===== config.mk =====
export PLATFORM = sky130hd
export DESIGN_NAME = uart_tx_scheduler
export DESIGN_NICKNAME = d
export VERILOG_FILES = /design/src/rtl/uart_pkg.sv /design/src/rtl/rr_arbiter.sv /design/src/rtl/uart_tx_scheduler.sv
export SDC_FILE = /design/constraint.sdc
export NUM_CORES = 1
export LEC_CHECK = 0
export CORE_MARGIN = 3
export CORE_UTILIZATION = 45
export CTS_CLUSTER_SIZE = 25
export DETAILED_ROUTE_END_ITERATION = 8
export PLACE_DENSITY = 0.91
export SYNTH_ARGS = -nofsm -noshare
export SYNTH_HDL_FRONTEND = slang
export SYNTH_HIERARCHICAL = 1
export SYNTH_SLANG_ARGS = --single-unit

===== constraint.sdc =====
create_clock -name clock -period 3.4 [get_ports clock]
set_input_delay 0.34 -clock clock [delete_from_list [all_inputs] [get_ports clock]]
set_output_delay 0.34 -clock clock [all_outputs]
set_load 0.01 [all_outputs]

===== src/rtl/uart_pkg.sv =====
`default_nettype none
// ============================================================================
// Module   : uart_pkg
// Purpose  : Frame constants and TX state type shared by the UART scheduler.
// Revision : 1.0 - initial release
// ============================================================================
package uart_pkg;

  localparam int   FRAME_W   = 22;
  localparam int   DATA_W    = 20;
  localparam logic START_BIT = 1'b0;
  localparam logic STOP_BIT  = 1'b1;

  typedef enum logic [0:0] {
    IDLE = 1'b0,
    SEND = 1'b1
  } tx_state_t;

endpackage
`default_nettype wire


===== src/rtl/rr_arbiter.sv =====
`default_nettype none
// ============================================================================
// Module   : rr_arbiter
// Purpose  : Round-robin arbiter; search starts one above the last winner.
// Revision : 1.0 - initial release
// ============================================================================
module rr_arbiter #(
  parameter int NUM_REQ = 4
) (
  input  logic                       clk,
  input  logic                       rst,
  input  logic [NUM_REQ-1:0]         i_req,
  input  logic                       i_update,
  output logic [NUM_REQ-1:0]         o_grant,
  output logic [$clog2(NUM_REQ)-1:0] o_grant_idx
);

  localparam int c_IDX_W = $clog2(NUM_REQ);

  logic [c_IDX_W-1:0] r_ptr;
  logic [NUM_REQ-1:0] w_grant;
  logic [c_IDX_W-1:0] w_idx;
  logic [c_IDX_W-1:0] w_cand;
  logic               w_found;

  // Walk pointer+1 .. pointer+NUM_REQ with wrap; the first set request wins.
  always_comb begin
    w_grant = '0;
    w_idx   = '0;
    w_cand  = '0;
    w_found = 1'b0;
    for (int k = 1; k <= NUM_REQ; k++) begin
      w_cand = c_IDX_W'((int'(r_ptr) + k) % NUM_REQ);
      if (!w_found && i_req[w_cand]) begin
        w_found         = 1'b1;
        w_grant[w_cand] = 1'b1;
        w_idx           = w_cand;
      end
    end
  end

  always_ff @(posedge clk) begin
    if (rst) begin
      r_ptr <= c_IDX_W'(NUM_REQ - 1);
    end else if (i_update && w_found) begin
      r_ptr <= w_idx;
    end
  end

  assign o_grant     = w_grant;
  assign o_grant_idx = w_idx;

endmodule
`default_nettype wire


===== src/rtl/uart_tx_scheduler.sv =====
`default_nettype none
// ============================================================================
// Module   : uart_tx_scheduler
// Purpose  : Round-robin shared UART transmitter: start + DATA_W LSB-first + stop.
// Revision : 1.0 - initial release
// ============================================================================
module uart_tx_scheduler
  import uart_pkg::*;
#(
  parameter int NUM_REQ      = 4,
  parameter int DATA_W       = 20,
  parameter int CLKS_PER_BIT = 8
) (
  input  logic                              clock,
  input  logic                              reset,
  input  logic [NUM_REQ-1:0]                req,
  input  logic [NUM_REQ-1:0][DATA_W-1:0]    message,
  output logic [NUM_REQ-1:0]                ack,
  output logic                              serialOut,
  output logic                              busy,
  output logic [$clog2(NUM_REQ)-1:0]        activeId,
  output logic                              frameDone
);

  localparam int c_IDX_W   = $clog2(NUM_REQ);
  localparam int c_FRAME_W = DATA_W + 2;
  localparam int c_BIT_W   = $clog2(c_FRAME_W);
  localparam int c_BAUD_W  = (CLKS_PER_BIT > 1) ? $clog2(CLKS_PER_BIT) : 1;
  localparam logic [c_BAUD_W-1:0] c_BAUD_LAST = c_BAUD_W'(CLKS_PER_BIT - 1);
  localparam logic [c_BIT_W-1:0]  c_BIT_LAST  = c_BIT_W'(c_FRAME_W - 1);

  tx_state_t             r_state;
  logic [c_FRAME_W-1:0]  r_shift;
  logic [c_BAUD_W-1:0]   r_baud;
  logic [c_BIT_W-1:0]    r_bit;
  logic                  r_busy;
  logic                  r_done;
  logic [NUM_REQ-1:0]    r_ack;
  logic [c_IDX_W-1:0]    r_active_id;

  logic [NUM_REQ-1:0]    w_grant;
  logic [c_IDX_W-1:0]    w_grant_idx;
  logic                  w_update;

  assign w_update = (r_state == IDLE) && (|req);

  rr_arbiter #(
    .NUM_REQ (NUM_REQ)
  ) u_arbiter (
    .clk         (clock),
    .rst         (reset),
    .i_req       (req),
    .i_update    (w_update),
    .o_grant     (w_grant),
    .o_grant_idx (w_grant_idx)
  );

  // The line is driven straight from shift bit 0; an all-ones register idles high.
  always_ff @(posedge clock) begin
    if (reset) begin
      r_state     <= IDLE;
      r_shift     <= '1;
      r_baud      <= '0;
      r_bit       <= '0;
      r_busy      <= 1'b0;
      r_done      <= 1'b0;
      r_ack       <= '0;
      r_active_id <= '0;
    end else begin
      r_ack  <= '0;
      r_done <= 1'b0;
      case (r_state)
        IDLE: begin
          if (|req) begin
            r_shift     <= {STOP_BIT, message[w_grant_idx], START_BIT};
            r_ack       <= w_grant;
            r_active_id <= w_grant_idx;
            r_busy      <= 1'b1;
            r_baud      <= '0;
            r_bit       <= '0;
            r_state     <= SEND;
          end
        end
        SEND: begin
          if (r_baud == c_BAUD_LAST) begin
            r_baud  <= '0;
            r_shift <= {STOP_BIT, r_shift[c_FRAME_W-1:1]};
            if (r_bit == c_BIT_LAST) begin
              r_state <= IDLE;
              r_busy  <= 1'b0;
              r_done  <= 1'b1;
            end else begin
              r_bit <= r_bit + 1'b1;
            end
          end else begin
            r_baud <= r_baud + 1'b1;
          end
        end
        default: r_state <= IDLE;
      endcase
    end
  end

  assign ack       = r_ack;
  assign serialOut = r_shift[0];
  assign busy      = r_busy;
  assign activeId  = r_active_id;
  assign frameDone = r_done;

endmodule
`default_nettype wire


### Nets reached from selected ports, run 1

Scale: 4 px per um.
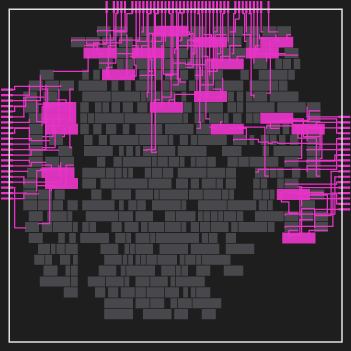
[magenta] `message` | direction: input | edge: 41 top, 21 left, 18 right | end cells: 20 | buffers: 80 | wire: 1720 um
total of buffers placed on input and output ports: 94
ports placed on the boundary: 95

### Where the registers sit, run 1

Scale: 3 px per um. Other sequential cells in the stronger grey, the rest of the logic in the fainter grey.
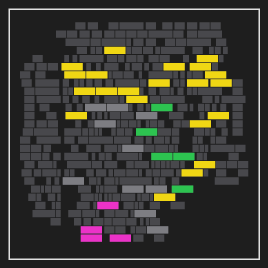
[magenta] `ack` | placed flops: 4
[yellow] `r_shift` | placed flops: 21
[green] `r_bit` | placed flops: 5 | where: centre
not coloured: 10
power in sequential cells: 0.000534 W
proportion of cell area occupied by registers: 21.2%

### Congestion heat map, run 1

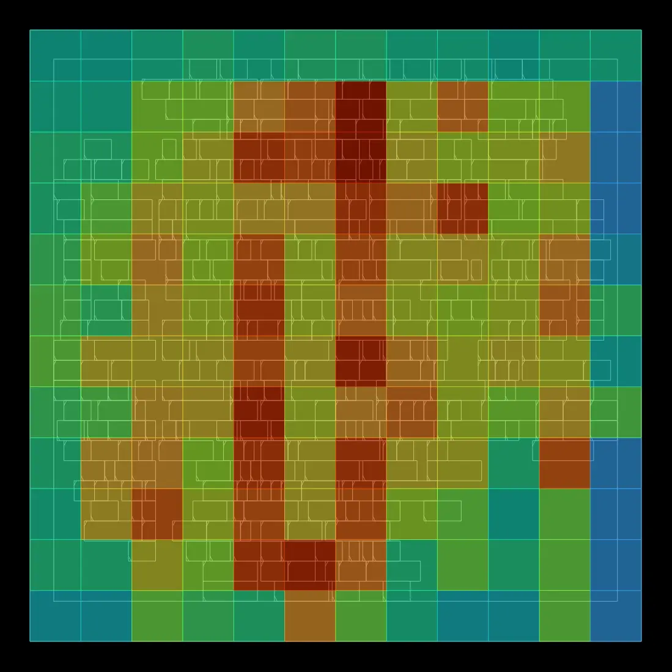
met2 usage in global routing: 38.6%
gr usage total: 22.0%
most congested layer reported by global routing: met2

==> notes.md, run 1 <==
Notes on the physical design

The clock network contribution to total cell area is 3.21%. The cell count along the critical path is 9. The root buffer cell is sky130_fd_sc_hd__clkbuf_8. The area of combinational cells with multiple inputs is 0.00170 mm2.

Among logic cells in the layout, the one with the most instances is sky130_fd_sc_hd__clkdlybuf4s50_1. The clock buffer count from CTS is 5. From the final report, the count of setup violators was given as 0. The type of the worst setup path is in2reg. The script extracted a net switching power of 0.000479 W.

The die covers 0.00686 mm2. The number of buffer and inverter stages on the critical path is 2. The report gives the cell count of the worst hold path as 2. The post-synthesis mux area share is 21.0%. Warnings reported by Yosys during synthesis add up to 6. The synthesized instance count is 272. The flow ran to the end, and the final reports show no timing, DRC or antenna violations. The worst setup slack before clock tree synthesis is 0.0384 ns. From bottom edge to top edge, the die measures 82.8 um.

By instance count, the leading cell after synthesis is sky130_fd_sc_hd__dfxtp_1. The startpoint identified for the worst register-to-register timing path is u_arbiter/r_ptr[0]$_SDFFE_PP1P_. The worst slew slack as a fraction of its limit is 17.3%.

Setup repair after global routing left no endpoint under its margin. Looking at the critical path, the highest net fanout was 21. The final number of hold-violating endpoints is 0.

The remaining global-route overflow is 0. Looking at the group totals, the largest power group turns out to be combinational logic. The number of standard cells in the layout, taps in and fillers out is 434. The post-synthesis sequential area ratio is 30.1%.

The tally of unique sky130hd cells used after synthesis is 50. The TritonCTS clock tree is yes. The highest routed metal layer is met4. In this run the biggest area consumer among cell types represents 30.1% of the synthesized area. The worst ir drop on vdd is 0.211 mV. The analysis attributes to cell leakage a power of 1.38 nW. The first-pass iteration count of the detailed router is 4.

The final layout contains a sequential cell count of 40. The end point of the most critical hold path is activeId[0]$_SDFFE_PP0P_. Walking the worst path, the cells encountered are clkdlybuf4s50_1 > nand2b_4 > or4b_4 > o211ai_4 > o21ai_1 > inv_1 > mux4_2 > o22ai_1 > o21ai_1. The top register by number of flip-flops is r_shift. The share of layout cells above drive strength 1 is 15.5%. The final number of max-transition violations is 0.
==> run 2, diff against run 1 <==
--- a/config.mk
+++ b/config.mk
@@ -9,6 +9,7 @@
 export CORE_UTILIZATION = 45
 export CTS_CLUSTER_SIZE = 25
 export DETAILED_ROUTE_END_ITERATION = 8
+export GPL_ROUTABILITY_DRIVEN = 0
 export PLACE_DENSITY = 0.91
 export SYNTH_ARGS = -nofsm -noshare
 export SYNTH_HDL_FRONTEND = slang
### Where the registers sit, run 2

Scale: 3 px per um. Other sequential cells in the stronger grey, the rest of the logic in the fainter grey.
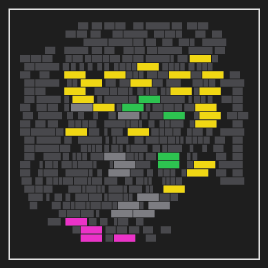
[yellow] `r_shift` | placed flops: 21
[magenta] `ack` | placed flops: 4
[green] `r_bit` | placed flops: 5
proportion of cell area occupied by registers: 21.3%
power in sequential cells: 0.000533 W
combined flip-flop and latch cell area: 801 um2

==> run 2 against run 1 <==
  * Synthesized area unchanged
  * Sequential power about the same
  * Global-route usage decreased by 1.2 points
  * Non-clock buffer count increased by 1
  * Flip-flop count unchanged
  * Hold slack got worse by 0.015 ns
  * Sequential share of layout area increased by 0.11 points
  * Clock power decreased by about 20%
  * Design area decreased by 0.53%
  * Utilization decreased by 0.36 points
  * Critical path type unchanged
==> notes.md, run 2 <==
Notes on the physical design

The number of ports placed on the die boundary is 95. Per the OpenROAD power report, leakage power amounts to 1.37 nW. The flow ran to the end, and the final reports show no timing, DRC or antenna violations. The timing report notes that buffer and inverter cells on the critical path total 3.

The chip occupies 0.00686 mm2. The top power group is combinational logic. The cell sequence reported for the critical path is clkdlybuf4s50_1 > buf_4 > nor3b_1 > o21ai_1 > o211ai_4 > o21ai_1 > inv_1 > mux4_2 > o22ai_1 > o21ai_1.

In this run, CTS created clock tree buffers numbering 5. IR analysis of the VDD net gives a maximum drop of 0.197 mV. The global routing stage identified its most utilized layer as met2.

The critical path in this run is classified as in2reg. The top register by number of flip-flops is r_shift. Global routing finished with a remaining overflow of 0. Leaving out fill and tap cells, the most frequent cell in the layout is sky130_fd_sc_hd__clkdlybuf4s50_1. The worst reg2reg path startpoint is u_arbiter/r_ptr[1]$_SDFFE_PP1P_. Cells with a size suffix above 1 make up 15.4% of the layout. The synthesized instance count is 272. The root buffer cell is sky130_fd_sc_hd__clkbuf_8. The worst setup slack before clock tree synthesis is 0.192 ns. Measured along the y axis, the die boundary spans 82.8 um. The cell count along the critical path is 10.
### Metal layers overlaid, run 2

Scale: 4 px per um.
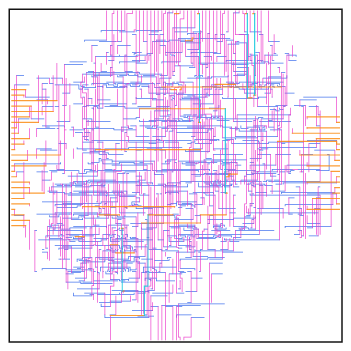
[magenta] M2 | wire length: 3780 um
[orange] M3 | wire length: 383 um
[cyan] M4 | wire length: 132 um
[blue] M1 | wire length: 2760 um
wirelength, routed: 7060 um
detailed-route via count: 2533
gr usage total: 20.8%

==> run 3, diff against run 2 <==
--- a/config.mk
+++ b/config.mk
@@ -10,7 +10,7 @@
 export CTS_CLUSTER_SIZE = 25
 export DETAILED_ROUTE_END_ITERATION = 8
 export GPL_ROUTABILITY_DRIVEN = 0
-export PLACE_DENSITY = 0.91
+export PLACE_DENSITY = 0.87
 export SYNTH_ARGS = -nofsm -noshare
 export SYNTH_HDL_FRONTEND = slang
 export SYNTH_HIERARCHICAL = 1
### Nets reached from selected ports, run 3

Scale: 4 px per um.
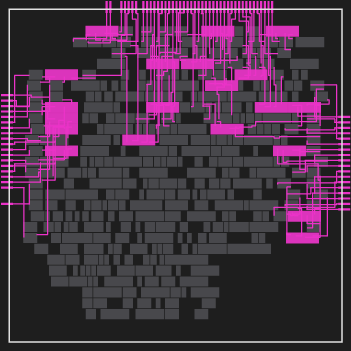
[magenta] `message` | direction: input | edge: 43 top, 19 left, 18 right | end cells: 20 | buffers: 80 | wire: 1760 um

==> run 3 against run 2 <==
  * Die area did not move
  * Sequential power hardly changed
  * Clock skew decreased by 0.0020 ns
  * Wire length up 0.30%
  * Register-to-register slack got worse by 0.04 ns
  * Design area grew 0.73%
  * Largest cell class unchanged
  * Global-route usage down 0.41 points
  * Critical path depth is 1 lower
  * Hold slack improved by 0.0051 ns
  * Final cell count down 0.46%
  * Critical endpoint is now r_shift[10]$_SDFFE_PP1P_
==> notes.md, run 3 <==
Notes on the physical design

The flow ran to the end, and the final reports show no timing, DRC or antenna violations. The top register by number of flip-flops is r_shift. The post-synthesis sequential area ratio is 30.1%.

The clock network takes up 3.41% of total cell area after layout. The floorplan report gives the top-level pin count as 95. According to the floorplan report, the total die area is 0.00686 mm2.

In the final layout, the share of cells above drive strength 1 is 15.2%. The vertical die dimension is 82.8 um. The final timing report lists a max-slew violation count of 0. Of all power groups, the one with the highest power is combinational logic. The TritonCTS clock tree is yes. The net switching power is 0.000469 W.

Global routing used 34.8% of the available met2 tracks. In the Yosys stats the netlist draws on 50 distinct library cells. The layer with the highest usage is met2. Across the whole layout, storage elements account for 801 um2. The cell count along the critical path is 9.

The root buffer cell is sky130_fd_sc_hd__clkbuf_8. After global routing the overflow that remains totals 0. Along the worst hold path, the cell count comes to 2. The highest net fanout along the worst path is 21. The cell sequence reported for the critical path is clkdlybuf4s50_1 > nor2_1 > or4b_4 > o211ai_4 > o21ai_1 > inv_1 > mux4_2 > o22ai_1 > o21ai_0. Per the TritonCTS log, the buffer count is 5. Summing all multiplexer cells gives an area fraction of 21.0%. In this run the tool buffered the top-level ports with 94 buffer cells. The most popular library cell in the synthesized design by count is sky130_fd_sc_hd__dfxtp_1. The area taken by multi-input combinational cells is reported as 0.00170 mm2.

The cell count after synthesis came out at 272. The number of buffer and inverter stages on the critical path is 2. Before CTS, the worst setup slack after placement is 0.0922 ns. The final timing report lists a hold violation count of 0.

The top logic cell by instance count in the layout is sky130_fd_sc_hd__clkdlybuf4s50_1. Before antenna repair, the detailed router went through 5 iterations. The final timing report counts setup violations totalling 0.
### Metal layers overlaid, run 3

Scale: 4 px per um.
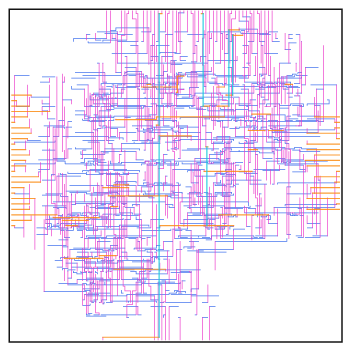
[magenta] M2 | wire length: 3640 um
[blue] M1 | wire length: 2880 um
[orange] M3 | wire length: 411 um
[cyan] M4 | wire length: 155 um
routed wirelength normalized by instance count: 16.4 um
wirelength, routed: 7080 um

Power and IR drop assume default switching activity.
